Design fp_stft_frame_sched_flat, sky130hd; sources not shown.
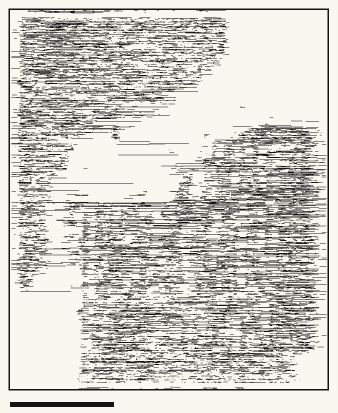
*Metal 1*
Bar = 100 µm.
wire length on this layer: 48.9 mm
longest straight run: 85.1 µm
share of all routed wire: 39%
main direction: horizontal
nets with wire on the layer: 4,250
sum of routed wire length over all layers: 124,600 µm
via total after detailed routing: 29,590
met1 Use GR: 0.2511

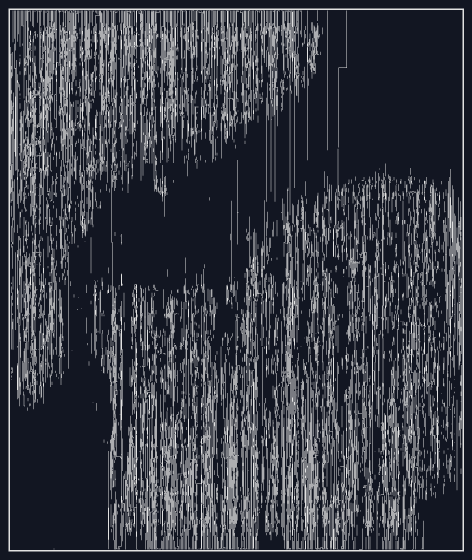
*Signal wires on met2*
longest straight run: 130 µm
wire length on this layer: 61.3 mm
global routing usage on met2: 0.3614

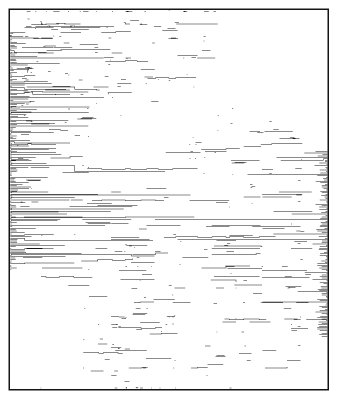
*The metal 3 layer*
nets with wire on the layer: 475
share of all routed wire: 7.8%
wire length on this layer: 9,710 µm
met3 usage in global routing: 0.06821

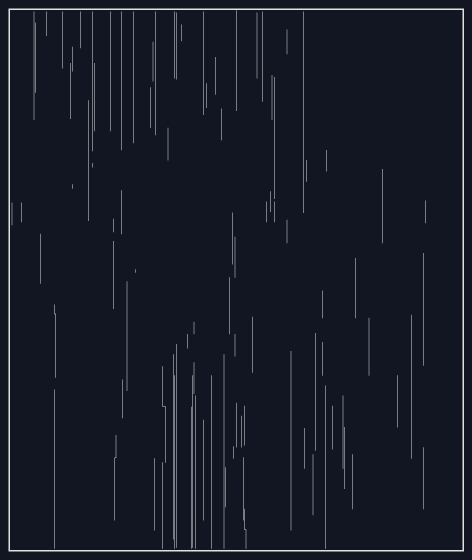
*M4 wires*
share of all routed wire: 3.7%
nets with wire on the layer: 67
main direction: vertical

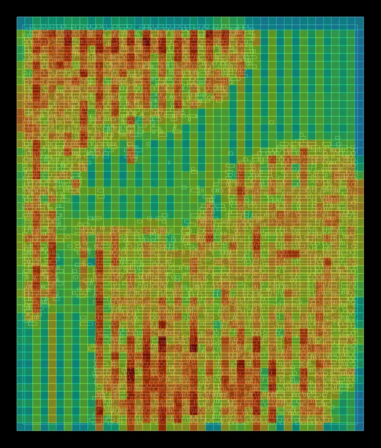
*Congestion heat map*
wire length per cell after detailed routing: 21.78 µm
busiest layer in global routing: met2
Layout Utilization: 0.4562
overall track demand over capacity in global routing: 0.2130

==> results.txt <==
Results of the run.

The ratio of final minimum period to clock period is 0.8556. The H-tree depth is 4. Setup repair after global routing left no endpoint under its margin. The worst path setup slack after routing is 722.2 ps. The layout summary lists the proportion of cells stronger than drive strength 1 as 0.08753.

On the critical path the data arrives at 3080 ps. The CTS log lists the clock sinks for this run as 800. The final tally of hold violations is 0. The count of instantiated cells in the yosys netlist is 3,676. The number of gates resized after cts is 0. The maximum vdd ir drop is 0.0002467 V.

By area the synthesized netlist is led by dfxtp_1, edfxtp_1, mux2i_1, a21oi_1, nand2_1. The AND-OR/OR-AND share of the synthesized area is 0.1146. The run finished with clean final reports. The worst setup path category is reg -> out. The total power is 14.47 mW. Per the layout report, the design carries 724 non-clock buffers. The fraction of synthesized area in multiplexers is 0.1808. Using the TritonRoute via totals, the vias-per-cell ratio works out to 5.171. The combined area of the multi-input logic cells is 16,410 µm². The worst-case headroom to the max-slew limit is 0.2666. The die is 304.3 µm wide. Warnings raised by the tools during the run amount to 46.

The fraction of registers with async set/reset is 0. According to the Yosys statistics, the synthesized design has a chip area of 36,380 µm². The flop share of the area is 0.3951. The type recorded for the worst min-delay path is reg -> reg. Clock tree synthesis selected as its root buffer the cell clkbuf_8.

Before any placement, the netlist area is recorded as 36,380 µm². The pin count of the biggest net entering global routing is 168. The worst setup path is launched from a flop. The final timing report derives a shortest allowable period of 4278 ps. The cell row count is 129.

The number of antenna violations at the first check in global routing came to 49. The timing report notes that buffer and inverter cells on the critical path total 3. The flip-flop and latch area is 18,590 µm². The cell with the largest stage delay on the worst path is clkdlybuf4s50_1. In the synthesized netlist the dominant register cell turns out to be dfxtp_1. The most frequent logic cell in the layout is clkdlybuf4s50_1.
## synthesized netlist by cell type, drive strengths merged (5+ instances only)
cell    count
dfxtp     544
a21oi     529
nand2     525
mux2i     512
nand3     269
o21ai     262
and2      258
edfxtp    256
clkbuf    237
buf        97
mux4       64
nor2       17
inv        14
ha         13
nor2b       8
o31ai       7
nand4       6
nand2b      5
## where the power goes
group	total [mW]	internal [mW]	switching, mW
sequential	6.97	6.86	0.107
combinational	1.32	0.588	0.732
clock	6.18	3.38	2.80
total	14.5	10.8	3.64
## layer usage
metal  vias to the layer above  share of wire
met5                         -        0.00064
met4                        10          0.037
met3                       222          0.078
met2                       917           0.49
met1                     14330           0.39
li1                      14110              -
Power is estimated from default activity; no workload was simulated.
